**src/rtl/rv_lsu_align_if.sv**
```systemverilog
// rv_lsu_align_if: CPU request/response and data-memory beat signals of the LSU alignment unit.
// The slave modport is the alignment unit's view; master is the CPU/memory side.
interface rv_lsu_align_if #(
    parameter int XLEN   = 32,
    parameter int ADDR_W = 32
) ();
    localparam int NB = XLEN / 8;

    logic              req_valid;
    logic              req_ready;
    logic              req_we;
    logic [1:0]        req_size;
    logic              req_unsigned;
    logic [ADDR_W-1:0] req_addr;
    logic [XLEN-1:0]   req_wdata;

    logic              resp_valid;
    logic [XLEN-1:0]   resp_rdata;
    logic              resp_err;

    logic              mem_read;
    logic              mem_write;
    logic [ADDR_W-1:0] mem_addr;
    logic [NB-1:0]     mem_byte_enable;
    logic [XLEN-1:0]   mem_wdata;
    logic [XLEN-1:0]   mem_rdata;
    logic              mem_resp;

    modport master (
        output req_valid, req_we, req_size, req_unsigned, req_addr, req_wdata,
        output mem_rdata, mem_resp,
        input  req_ready, resp_valid, resp_rdata, resp_err,
        input  mem_read, mem_write, mem_addr, mem_byte_enable, mem_wdata
    );

    modport slave (
        input  req_valid, req_we, req_size, req_unsigned, req_addr, req_wdata,
        input  mem_rdata, mem_resp,
        output req_ready, resp_valid, resp_rdata, resp_err,
        output mem_read, mem_write, mem_addr, mem_byte_enable, mem_wdata
    );
endinterface

```
**src/rtl/rv_lsu_align.sv**
```systemverilog
// rv_lsu_align: turns one byte/half/word/dword request into aligned memory beats and returns extended load data.
// Define MISALIGNED_SPLIT_EN to service misaligned accesses (two beats when crossing a beat boundary).
module rv_lsu_align #(
    parameter int XLEN   = 32,
    parameter int ADDR_W = 32
) (
    input logic           clk,
    input logic           rst,
    rv_lsu_align_if.slave bus
);
    localparam int NB    = XLEN / 8;
    localparam int OFF_W = $clog2(NB);

`ifdef MISALIGNED_SPLIT_EN
    localparam bit SPLIT_EN = 1'b1;
`else
    localparam bit SPLIT_EN = 1'b0;
`endif

    typedef enum logic [1:0] {IDLE, BEAT0, BEAT1, DONE} state_t;

    state_t            state;
    state_t            state_next;

    logic              we_q;
    logic              uns_q;
    logic              err_q;
    logic              split_q;
    logic [1:0]        size_q;
    logic [OFF_W-1:0]  off_q;
    logic [ADDR_W-1:0] base_q;
    logic [2*XLEN-1:0] wdata_q;
    logic [2*NB-1:0]   be_q;
    logic [XLEN-1:0]   lo_q;
    logic [XLEN-1:0]   rdata_q;

    logic              accept;
    logic [OFF_W-1:0]  req_off;
    logic [3:0]        req_bytes;
    logic              req_aligned;
    logic              req_cross;
    logic              req_bad_size;
    logic              req_illegal;
    logic [NB-1:0]     req_mask;
    logic [2*XLEN-1:0] req_wide_wdata;
    logic [2*NB-1:0]   req_wide_be;

    logic [2*XLEN-1:0] load_shifted;
    logic [XLEN-1:0]   load_raw;
    logic [6:0]        load_nbits;
    logic [XLEN-1:0]   load_mask;
    logic [XLEN-1:0]   load_top;
    logic              load_sign;
    logic [XLEN-1:0]   load_ext;

    // Both beats' lanes and data are precomputed at accept as one double-width shift;
    // the low half feeds BEAT0, the high half feeds BEAT1.
    always_comb begin
        accept       = bus.req_valid && (state == IDLE);
        req_off      = bus.req_addr[OFF_W-1:0];
        req_bytes    = 4'd1 << bus.req_size;
        req_aligned  = (req_off & OFF_W'(req_bytes - 4'd1)) == '0;
        req_cross    = (5'(req_off) + 5'(req_bytes)) > 5'(NB);
        req_bad_size = (XLEN == 32) && (bus.req_size == 2'b11);
        req_illegal  = req_bad_size || (!req_aligned && !SPLIT_EN);
        req_mask     = '0;
        for (int i = 0; i < NB; i++) begin
            req_mask[i] = (i < int'(req_bytes));
        end
        req_wide_wdata = {{XLEN{1'b0}}, bus.req_wdata} << {req_off, 3'b000};
        req_wide_be    = {{NB{1'b0}}, req_mask} << req_off;
    end

    always_comb begin
        if (state == BEAT1) begin
            load_shifted = {bus.mem_rdata, lo_q} >> {off_q, 3'b000};
        end else begin
            load_shifted = {{XLEN{1'b0}}, bus.mem_rdata} >> {off_q, 3'b000};
        end
        load_raw   = load_shifted[XLEN-1:0];
        load_nbits = 7'd8 << size_q;
        load_mask  = '0;
        for (int i = 0; i < XLEN; i++) begin
            load_mask[i] = (i < int'(load_nbits));
        end
        load_top  = load_mask & ~(load_mask >> 1);
        load_sign = |(load_raw & load_top);
        load_ext  = (load_raw & load_mask) | ((load_sign && !uns_q) ? ~load_mask : '0);
    end

    always_ff @(posedge clk or posedge rst) begin
        if (rst) begin
            state <= IDLE;
        end else begin
            state <= state_next;
        end
    end

    always_comb begin
        state_next = state;
        case (state)
            IDLE:    if (accept) state_next = req_illegal ? DONE : BEAT0;
            BEAT0:   if (bus.mem_resp) state_next = split_q ? BEAT1 : DONE;
            BEAT1:   if (bus.mem_resp) state_next = DONE;
            DONE:    state_next = IDLE;
            default: state_next = IDLE;
        endcase
    end

    // Non-split loads finish on the first response; split loads overwrite rdata_q with the merged value.
    always_ff @(posedge clk or posedge rst) begin
        if (rst) begin
            we_q    <= 1'b0;
            uns_q   <= 1'b0;
            err_q   <= 1'b0;
            split_q <= 1'b0;
            size_q  <= 2'b00;
            off_q   <= '0;
            base_q  <= '0;
            wdata_q <= '0;
            be_q    <= '0;
            lo_q    <= '0;
            rdata_q <= '0;
        end else begin
            if (accept) begin
                we_q    <= bus.req_we;
                uns_q   <= bus.req_unsigned;
                err_q   <= req_illegal;
                split_q <= req_cross && !req_illegal;
                size_q  <= bus.req_size;
                off_q   <= req_off;
                base_q  <= {bus.req_addr[ADDR_W-1:OFF_W], {OFF_W{1'b0}}};
                wdata_q <= req_wide_wdata;
                be_q    <= req_wide_be;
                rdata_q <= '0;
            end
            if (state == BEAT0 && bus.mem_resp) begin
                lo_q    <= bus.mem_rdata;
                rdata_q <= load_ext;
            end
            if (state == BEAT1 && bus.mem_resp) begin
                rdata_q <= load_ext;
            end
        end
    end

    always_comb begin
        bus.req_ready       = (state == IDLE);
        bus.resp_valid      = (state == DONE);
        bus.resp_err        = (state == DONE) && err_q;
        bus.resp_rdata      = ((state == DONE) && !we_q && !err_q) ? rdata_q : '0;
        bus.mem_read        = 1'b0;
        bus.mem_write       = 1'b0;
        bus.mem_addr        = '0;
        bus.mem_byte_enable = '0;
        bus.mem_wdata       = '0;
        case (state)
            BEAT0: begin
                bus.mem_read        = !we_q;
                bus.mem_write       = we_q;
                bus.mem_addr        = base_q;
                bus.mem_byte_enable = we_q ? be_q[NB-1:0] : '1;
                bus.mem_wdata       = we_q ? wdata_q[XLEN-1:0] : '0;
            end
            BEAT1: begin
                bus.mem_read        = !we_q;
                bus.mem_write       = we_q;
                bus.mem_addr        = base_q + ADDR_W'(NB);
                bus.mem_byte_enable = we_q ? be_q[2*NB-1:NB] : '1;
                bus.mem_wdata       = we_q ? wdata_q[2*XLEN-1:XLEN] : '0;
            end
            default: ;
        endcase
    end
endmodule

```
**src/flat_wrapper.sv**
```systemverilog
// flat-port wrapper written by rule: the top's interface ports become plain ports
module rv_lsu_align_flat 
#(
    parameter int XLEN   = 32,
    parameter int ADDR_W = 32
)
  (clk, rst, bus_req_valid, bus_req_we, bus_req_size, bus_req_unsigned, bus_req_addr, bus_req_wdata, bus_mem_rdata, bus_mem_resp, bus_req_ready, bus_resp_valid, bus_resp_rdata, bus_resp_err, bus_mem_read, bus_mem_write, bus_mem_addr, bus_mem_byte_enable, bus_mem_wdata);
  rv_lsu_align_if #(.XLEN(XLEN), .ADDR_W(ADDR_W)) bus_i ();
  input logic clk;
  input logic rst;
  input wire logic [$bits(bus_i.req_valid)-1:0] bus_req_valid;
  input wire logic [$bits(bus_i.req_we)-1:0] bus_req_we;
  input wire logic [$bits(bus_i.req_size)-1:0] bus_req_size;
  input wire logic [$bits(bus_i.req_unsigned)-1:0] bus_req_unsigned;
  input wire logic [$bits(bus_i.req_addr)-1:0] bus_req_addr;
  input wire logic [$bits(bus_i.req_wdata)-1:0] bus_req_wdata;
  input wire logic [$bits(bus_i.mem_rdata)-1:0] bus_mem_rdata;
  input wire logic [$bits(bus_i.mem_resp)-1:0] bus_mem_resp;
  output wire logic [$bits(bus_i.req_ready)-1:0] bus_req_ready;
  output wire logic [$bits(bus_i.resp_valid)-1:0] bus_resp_valid;
  output wire logic [$bits(bus_i.resp_rdata)-1:0] bus_resp_rdata;
  output wire logic [$bits(bus_i.resp_err)-1:0] bus_resp_err;
  output wire logic [$bits(bus_i.mem_read)-1:0] bus_mem_read;
  output wire logic [$bits(bus_i.mem_write)-1:0] bus_mem_write;
  output wire logic [$bits(bus_i.mem_addr)-1:0] bus_mem_addr;
  output wire logic [$bits(bus_i.mem_byte_enable)-1:0] bus_mem_byte_enable;
  output wire logic [$bits(bus_i.mem_wdata)-1:0] bus_mem_wdata;
  assign bus_i.req_valid = bus_req_valid;
  assign bus_i.req_we = bus_req_we;
  assign bus_i.req_size = bus_req_size;
  assign bus_i.req_unsigned = bus_req_unsigned;
  assign bus_i.req_addr = bus_req_addr;
  assign bus_i.req_wdata = bus_req_wdata;
  assign bus_i.mem_rdata = bus_mem_rdata;
  assign bus_i.mem_resp = bus_mem_resp;
  assign bus_req_ready = bus_i.req_ready;
  assign bus_resp_valid = bus_i.resp_valid;
  assign bus_resp_rdata = bus_i.resp_rdata;
  assign bus_resp_err = bus_i.resp_err;
  assign bus_mem_read = bus_i.mem_read;
  assign bus_mem_write = bus_i.mem_write;
  assign bus_mem_addr = bus_i.mem_addr;
  assign bus_mem_byte_enable = bus_i.mem_byte_enable;
  assign bus_mem_wdata = bus_i.mem_wdata;
  rv_lsu_align #(.XLEN(XLEN), .ADDR_W(ADDR_W)) u_core (.clk(clk), .rst(rst), .bus(bus_i));
endmodule
```
**config.mk**
```make
export PLATFORM = sky130hd
export DESIGN_NAME = rv_lsu_align_flat
export DESIGN_NICKNAME = d
export VERILOG_FILES = /design/src/rtl/rv_lsu_align_if.sv /design/src/rtl/rv_lsu_align.sv /design/src/flat_wrapper.sv
export SDC_FILE = /design/constraint.sdc
export NUM_CORES = 1
export LEC_CHECK = 0
export CAP_MARGIN = 5
export CORE_MARGIN = 1.5
export CORE_UTILIZATION = 52
export DETAILED_ROUTE_END_ITERATION = 7
export GPL_ROUTABILITY_DRIVEN = 0
export PLACE_DENSITY = 0.81
export SYNTH_ARGS = -nofsm -noshare
export SYNTH_HDL_FRONTEND = slang
export SYNTH_SLANG_ARGS = --single-unit
export TNS_END_PERCENT = 20
```
**constraint.sdc**
```tcl
create_clock -name clk -period 7.4 [get_ports clk]
set_input_delay 1.48 -clock clk [delete_from_list [all_inputs] [get_ports clk]]
set_output_delay 1.48 -clock clk [all_outputs]
set_load 0.02 [all_outputs]
```
Run 1, register map, names as in the netlist:
Other sequential cells in the stronger grey, the rest of the logic in the fainter grey.
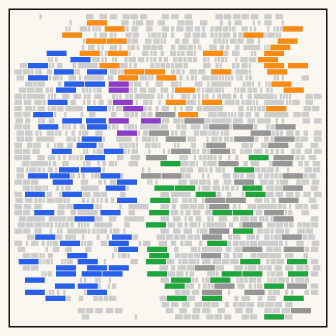
- green: u_core.lo_q (sequential cells 32)
- orange: u_core.base_q (sequential cells 30; where a horizontal strip, top)
- purple: u_core.be_q (sequential cells 7)
- blue: u_core.wdata_q (sequential cells 56)
- not coloured: 42
Util after Layout: 0.674
register area: 0.00418 mm2

Run 1, routing congestion map:
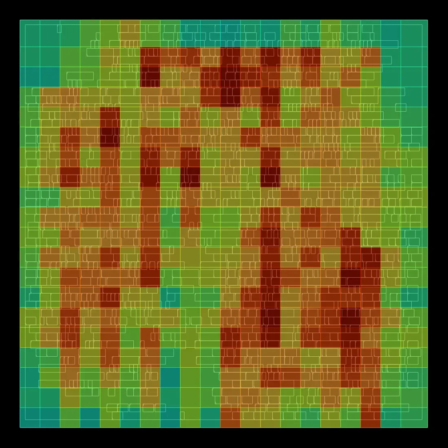
GR Util met3: 0.0544
M2 GR Usage: 0.434
gr busiest metal: met2

Run 1, pin placement:
Pins as bars across the die edge, other pins in grey.
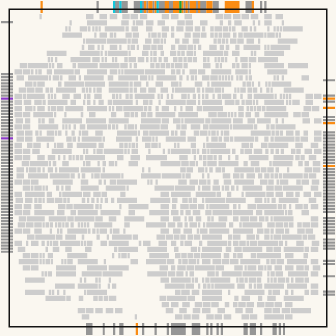
- orange: bus_mem_addr (pins 32; direction output; edge 27 top, 4 right, 1 bottom)
- cyan: bus_mem_byte_enable (pins 4; direction output; edge top)
- purple: bus_req_size (pins 2; direction input; edge left)
- green: bus_resp_valid (pins 1; direction output; edge top)
- all pins by edge: 63 top, 60 left, 50 right, 36 bottom

[run 1: logic make-up (layout without fill, tap and decap cells)]
family                   count (synthesis)  count (layout)  share of synthesized area
other                                    1               2                   0.000382
flip-flops                             167             167                      0.426
XOR/XNOR                                 2               2                    0.00179
AND/OR/NAND/NOR                        431             431                      0.200
buffers and inverters                  108             275                     0.0464
multiplexers                           114             114                      0.132
adder cells (fa/ha/maj)                 10              10                     0.0135
AND-OR/OR-AND                          268             268                      0.180
[run 1: power by group through the flow]
stage / clock network (uW) / registers, uW / logic [uW]
after floorplan: 0 / 1540 / 1660
after global placement: 0 / 1640 / 2300
after detailed placement: 0 / 1650 / 2350
after CTS: 918 / 1650 / 2370
after global routing: 957 / 1710 / 2600
final: 908 / 1660 / 2380
[run 1: registers in the layout, indices dropped and copies added (netlist names)]
| name | cells |
|---|---|
| u_core.err_q | 1 |
| u_core.we_q | 1 |
| u_core.wdata_q | 56 |
| u_core.off_q | 2 |
| u_core.split_q | 1 |
| u_core.uns_q | 1 |
| u_core.size_q | 2 |
| u_core.be_q | 7 |
| u_core.state | 2 |
| u_core.rdata_q | 32 |
| u_core.base_q | 30 |
| u_core.lo_q | 32 |
[run 1: cells in the mapped netlist, drive strengths merged (6+ instances only)]
library cell  number  area (um2)
nand2            232         881
dfrtp            167        4180
o21ai             88         440
nor2              70         265
mux2i             65         651
clkbuf            44         165
mux2              41         462
buf               40         200
and2              37         231
nand3             36         198
a21oi             34         170
a22oi             34         255
inv               23        86.3
a22o              18         158
a211oi            17         128
and3              13        81.3
o211ai            12        90.1
o22ai             10        62.6
a32oi              9        78.8
ha                 9         113
nand4              9        62.6
nor2b              9        56.3
mux4               8         180
nor3               8        51.3
a222oi             7        70.1
o311ai             7        61.3
o41ai              7        61.3
a21o               6        45.0
==> impl_metrics.csv, run 1 <==
group,metric,value,unit
placed_design,place_ws,2.72,ns
floorplan,die_x,140,um
final_timing,post-route-period-util,0.708,
setup_path,crit_path_start,"u_core.state[1]",
setup_path,cp.required,5.92,ns
min_path,hold_class,"register to register",
route,drc,0,
layout,seq_cells,167,
layout,nFillCells,1491,
grt,grt_pass1_wl,45400,um
status,status,"finished clean",
floorplan,core_util_floorplan,0.528,
synth,syn_avg_cell_area,8.91,um2
min_path,whs_endpoint,"u_core.wdata_q[30]",
clocking,clk_pin_slew_worst_paths,0.07,ns
route,routed_wl,28200,um
setup_path,r2r_start,"u_core.state[0]",
route,wl_per_cell,18.8,um
layout,final_cell_count_no_fill,1503,
job,drv_cap,0,
route,drtPass1Iterations,7,
layout,num-nonclk-buffers,219,
clocking,numCtsBuffers,17,
placed_design,hpwl,19000,um
synth,ys_async_sr_fraction,1.00,
layout,layout_top_cell,"nand2_1",
synth,synth-main-ff-cell,"dfrtp_1",
layout,logic_gates,827,
clocking,clk_path_buf_depth,2,
final_timing,slew_headroom,0.240,
power,internal-power,2810,uW
power,power.switching,2140,uW
min_path,min_path_cells,2,
layout,inv_count,24,
final_timing,period_needed,5.24,ns
route,dr_wl_met2,12700,um
setup_path,cp_cell_sequence,"inv_1 > ha_1 > inv_1 > nor2_1 > o311ai_0 > o41ai_1 > clkdlybuf4s50_1",
final_timing,drv_slew,0,
setup_path,worstRegToRegCells,7,
clocking,htree_levels,4,
clocking,cts.sinks,167,
synth,ys_types,64,
layout,area.growth.synth_to_final,27.8,%
route,wl_met1,12200,um
route,num_vias,9275,
power,irDropWorstVdd,0.275,mV
setup_path,critPathCapture,"bus_mem_addr[30]",
grt,grt_pass1_vias,8523,
==> run 1 -> run 2 <==
==> constraint.sdc (replaced) <==
create_clock -name clk -period 5.47 [get_ports clk]
set_input_delay 1.094 -clock clk [delete_from_list [all_inputs] [get_ports clk]]
set_output_delay 1.094 -clock clk [all_outputs]
set_load 0.02 [all_outputs]
Run 2, M3 wires:
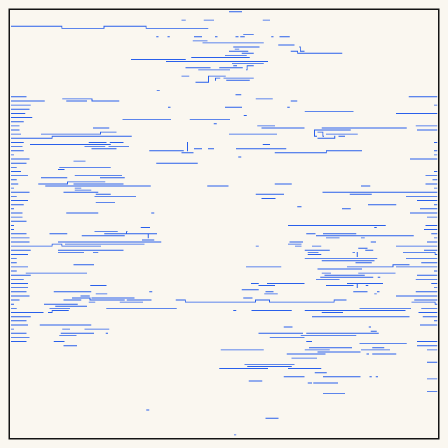
- longest straight run: 37.4 um
- main direction: horizontal
- wire length on this layer: 2610 um
- share of all routed wire: 9.0%

==> impl_metrics.csv, run 2 <==
group,metric,value,unit
synth,synth_top_cell_by_count,"nand2_1",
power,internal-power,3840,uW
clocking,numCtsBuffers,17,
setup_path,endpoint_kind,"primary output",
layout,nFillCells,1475,
setup_path,crit_arrival,3.79,ns
synth,synth-xor-area-share,0.00179,
placed_design,place_ws,1.11,ns
layout,regMostFlops,"u_core.wdata_q",
power,switching_share,0.431,
placed_design,hpwl,19400,um
min_path,whs_endpoint,"u_core.wdata_q[38]",
layout,nets,1370,
layout,postLayoutCoreUtil,0.675,
synth,top_area_cell,"dfrtp_1",
power,irDropWorstVdd,0.355,mV
final_timing,post-route-period-util,0.894,
grt,grt-ovfl-total,0,
synth,ys_top_logic_family,"simple AND/OR/NAND/NOR gates",
power,seq_power_share,0.341,
synth,synth-main-ff-cell,"dfrtp_1",
min_path,holdCritStartpoint,"u_core.wdata_q[38]",
layout,layout_top_cell,"nand2_1",
grt,grt_max_degree,91,
setup_path,r2r_start,"u_core.state[0]",
route,drtIter0Drc,919,
final_timing,drv_slew,0,
grt,grt_pass1_wl,46600,um
synth,syn_avg_cell_area,8.91,um2
synth,ys_async_sr_fraction,1.00,
min_path,hold_class,"register to register",
floorplan,die_x,140,um
synth,adder_share,0.0135,
setup_path,worstRegToRegCells,7,
layout,n_antenna_cell,0,
clocking,postCtsSetupBuffers,0,
final_timing,tightestPinTransition,1.20,ns
grt,antenna_found_initial,1,
layout,final_layout_top_logic_cells,"229 x nand2_1, 205 x clkdlybuf4s50_1, 166 x dfrtp_1",
layout,area.growth.synth_to_final,28.0,%
layout,largest_reg_flops,56,
route,drc,0,
setup_path,cp.required,4.38,ns
layout,drive_gt1_frac,0.0883,
final_timing,hold_viol_final,0,
final_timing,rsz0062_at_grt,"no",
layout,reg_top3,"u_core.wdata_q (56), u_core.lo_q (32), u_core.rdata_q (32)",
floorplan,fp.coreArea,0.0186,mm2
setup_path,timing_worst_setup_path_type,"register to primary output",
grt,grt_pass1_vias,8943,
clocking,htree_levels,4,
floorplan,die_y,140,um
clocking,ctsHoldBuffers,0,
min_path,min_path_cells,2,
route,drtPass1Iterations,7,
route,wl_per_cell,19.2,um
clocking,clk_path_buf_depth,2,
clocking,clk_pin_slew_worst_paths,0.07,ns
setup_path,path_common_cell,"inv_1",
synth,ys_types,64,
floorplan,core_util_floorplan,0.528,
route,num_vias,9327,
clocking,cts_root_buffer,"clkbuf_16",
synth,top_area_frac,0.426,
final_timing,period_needed,4.89,ns
route,routed_wl,28900,um
status,status,"finished clean",
synth,ys_seq_share,0.426,
synth,yosys-top-cells-area,"dfrtp_1 43%, nand2_1 8.8%, mux2i_1 6.6%",
setup_path,reg2reg_to,"u_core.rdata_q[21]",
synth,simple_gate_area_frac,0.200,
clocking,insertion_delay,0.43,ns
synth,syn_area,0.00981,mm2
synth,ys_ff,167,
synth,mux_area_frac,0.132,
layout,flop_area,0.00418,mm2
job,drv_cap,0,
final_timing,slew_headroom,0.199,
route,postRouteAntennaNets,0,
synth,ys_sh_aoi,0.180,
power,power.switching,2900,uW
clocking,cts.sinks,167,
setup_path,critical_path_buf_inv_count,3,
synth,top_cells_by_count,"230 x nand2_1, 167 x dfrtp_1, 86 x o21ai_0",
setup_path,cp_cell_sequence,"inv_1 > ha_1 > inv_1 > nor2_1 > o311ai_0 > o41ai_1 > clkdlybuf4s50_1",
[run 2: logic make-up after synthesis]
family | after synthesis
AND-OR/OR-AND | 268
XOR/XNOR | 2
adder cells (fa/ha/maj) | 10
buffers and inverters | 108
flip-flops | 167
multiplexers | 114
other | 1
AND/OR/NAND/NOR | 431
[run 2: routing by layer]
metal	wire length (um)	GRT usage	part of all wire	vias to the layer above
met3	2610	0.0609	0.090	75
li1	-	-	-	4232
met4	974	0.134	0.034	2
met5	12	0	0.00041	-
met1	12100	0.408	0.42	4474
met2	13200	0.452	0.46	544
[run 2: stage by stage]
step,std cells,total power (uW)
2_1_floorplan,1102,4340
3_3_place_gp,1471,5320
5_1_grt,1503,7160
6_report,1503,6740
4_1_cts,1503,6700
3_5_place_dp,1471,5430
[run 2: how the worst max path moves through the flow]
stage               startpoint               end  slack (ns)  cells after the start
4_1_cts        u_core.state[1]  bus_mem_addr[28]        0.65                      7
3_5_place_dp   u_core.state[0]  bus_mem_addr[28]        1.11                      7
5_1_grt        u_core.state[0]  bus_mem_addr[28]        0.31                      7
3_3_place_gp   u_core.state[1]  bus_mem_addr[30]        1.27                      7
2_1_floorplan  u_core.state[0]  bus_mem_addr[30]        2.11                      7
6_report       u_core.state[1]  bus_mem_addr[28]        0.58                      7
[run 2: power groups by stage]
stage	Sequential [uW]	Clock (uW)	Combinational, uW
5_1_grt	2370	1310	3470
6_report	2300	1250	3190
4_1_cts	2270	1260	3170
3_5_place_dp	2280	0	3140
3_3_place_gp	2260	0	3060
2_1_floorplan	2090	0	2250
[run 2: area by class of cell]
cell class	count	area share
Sequential cell	167	0.333
Clock inverter	13	0.0135
Inverter	24	0.00748
Clock buffer	19	0.0353
Timing Repair Buffer	219	0.173
Multi-Input combinational cell	827	0.415
Tap cell	234	0.0233
==> run 2 -> run 3 <==
--- a/config.mk
+++ b/config.mk
@@ -10,6 +10,7 @@
 export CORE_UTILIZATION = 52
 export DETAILED_ROUTE_END_ITERATION = 7
 export GPL_ROUTABILITY_DRIVEN = 0
+export HOLD_SLACK_MARGIN = 0.05
 export PLACE_DENSITY = 0.81
 export SYNTH_ARGS = -nofsm -noshare
 export SYNTH_HDL_FRONTEND = slang
Run 3, routing congestion map:
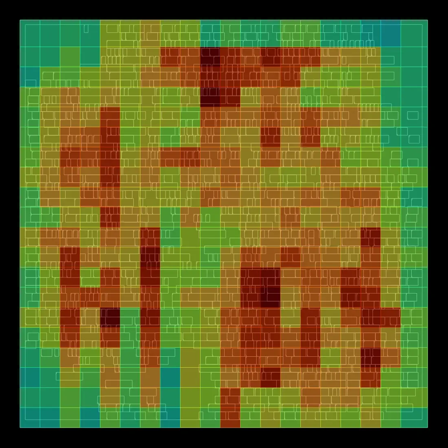
Routed WL per cell: 19.2 um
Util after Layout: 0.675

==> impl_metrics.csv, run 3 <==
group,metric,value,unit
clocking,postCtsSetupBuffers,0,
grt,grt_pass1_wl,46600,um
final_timing,finalSetupViolations,0,
layout,n_antenna_cell,0,
grt,grt_max_degree,91,
final_timing,tightestPinTransition,1.20,ns
synth,ys_seq_share,0.426,
layout,largest_reg_flops,56,
power,internal-power,3840,uW
synth,synth_top_cell_by_count,"nand2_1",
layout,nets,1370,
clocking,ctsHoldBuffers,0,
setup_path,endpoint_kind,"primary output",
setup_path,path_common_cell,"inv_1",
synth,edf_count,0,
power,clockPowerShare,0.186,
placed_design,dp_cells,1471,
job,warnings,31,
synth,top_area_frac,0.426,
floorplan,die_x,140,um
setup_path,critical_path_buf_inv_count,3,
floorplan,fp.coreArea,0.0186,mm2
layout,area.growth.synth_to_final,28.0,%
setup_path,cp_cell_sequence,"inv_1 > ha_1 > inv_1 > nor2_1 > o311ai_0 > o41ai_1 > clkdlybuf4s50_1",
setup_path,crit_arrival,3.79,ns
synth,top_area_cell,"dfrtp_1",
final_timing,drv_slew,0,
floorplan,die_y,140,um
placed_design,hpwl,19400,um
setup_path,timing_worst_setup_path_type,"register to primary output",
final_timing,rsz0062_at_grt,"no",
synth,synth_warnings,0,
clocking,clk_path_buf_depth,2,
clocking,htree_levels,4,
min_path,hold_class,"register to register",
route,drc,0,
layout,final_layout_top_logic_cells,"229 x nand2_1, 205 x clkdlybuf4s50_1, 166 x dfrtp_1",
power,combPwrFrac,0.473,
synth,top_cells_by_count,"230 x nand2_1, 167 x dfrtp_1, 86 x o21ai_0",
power,power.switching,2900,uW
grt,grt_pass1_vias,8943,
route,postRouteAntennaNets,0,
synth,syn_area,0.00981,mm2
synth,yosys-top-cells-area,"dfrtp_1 43%, nand2_1 8.8%, mux2i_1 6.6%",
power,switching_share,0.431,
layout,final_cell_count_no_fill,1503,
layout,layout_top_cell,"nand2_1",
synth,ys_types,64,
synth,ys_async_sr_fraction,1.00,
floorplan,ios,209,
synth,synth-main-ff-cell,"dfrtp_1",
synth,yosys_cells,1101,
grt,grt-ovfl-total,0,
layout,reg_top3,"u_core.wdata_q (56), u_core.lo_q (32), u_core.rdata_q (32)",
clocking,tritoncts,"done",
power,p_leak,0.00546,uW
floorplan,core_util_floorplan,0.528,
final_timing,fin_skew,0.00480,ns
clocking,cts_root_buffer,"clkbuf_16",
clocking,cts.sinks,167,
power,fin_total_pwr,6740,uW
clocking,numCtsBuffers,17,
setup_path,slowest_delay,0.97,ns
layout,drive_gt1_frac,0.0883,
final_timing,post-route-period-util,0.894,
power,irDropWorstVdd,0.355,mV
synth,ys_ff,167,
final_timing,hold_viol_final,0,
layout,regMostFlops,"u_core.wdata_q",
synth,syn_avg_cell_area,8.91,um2
grt,groute.usage.overall,0.296,
placed_design,place_ws,1.11,ns
power,seq_power_share,0.341,
route,num_vias,9327,
setup_path,cp.required,4.38,ns
route,drtPass1Iterations,7,
clocking,insertion_delay,0.43,ns
route,routed_wl,28900,um
final_timing,period_needed,4.89,ns
synth,yosys-stat-area,0.00981,mm2
route,drtIter0Drc,919,
final_timing,slew_headroom,0.199,
grt,antenna_found_initial,1,
status,status,"finished clean",
job,drv_cap,0,
clocking,clk_pin_slew_worst_paths,0.07,ns
setup_path,slowest_stage,"nor2_1",
run 3: cell type report:
type,instances,area (um2)
sequential,167,4180
tap,234,293
clock inverter,13,169
inverter,24,93.8
timing repair buffer,219,2170
clock buffer,19,443
fill,1475,6030
multi-input combinational,827,5200
run 3: final timing paths:
kind | start | endpoint | slack (ns) | depth (start not counted)
setup / recovery | u_core.state[1] | bus_mem_addr[28] | 0.58 | 7
hold / removal | u_core.wdata_q[38] | u_core.wdata_q[38] | 0.47 | 2
setup reg to reg | u_core.state[0] | u_core.rdata_q[21] | 1.87 | 7
hold reg to reg | u_core.wdata_q[38] | u_core.wdata_q[38] | 0.47 | 2
max in group asynchronous | rst | u_core.off_q[0] | 3.19 | 3
min in group asynchronous | rst | u_core.lo_q[30] | 1.25 | 2
run 3: per-layer routing:
metal | up-vias | global-route usage | wire length (um)
li1 | 4232 | - | -
met1 | 4474 | 0.408 | 12100
met2 | 544 | 0.452 | 13200
met3 | 75 | 0.0609 | 2610
met4 | 2 | 0.134 | 974
met5 | - | 0 | 12
run 3: power groups by stage:
stage               registers, uW  clock network (uW)  logic, uW
CTS                          2270                1260       3170
floorplan                    2090                   0       2250
detailed placement           2280                   0       3140
global placement             2260                   0       3060
global route                 2370                1310       3470
finish                       2300                1250       3190
run 3: cells by family (layout without fill, tap and decap cells):
logic type | after synthesis | count (layout) | synth area share
XOR/XNOR | 2 | 2 | 0.00179
AND/OR/NAND/NOR | 431 | 431 | 0.200
flip-flops | 167 | 167 | 0.426
AND-OR/OR-AND | 268 | 268 | 0.180
multiplexers | 114 | 114 | 0.132
other | 1 | 2 | 0.000382
buffers and inverters | 108 | 275 | 0.0464
adder cells (fa/ha/maj) | 10 | 10 | 0.0135
Power and IR drop assume default switching activity.
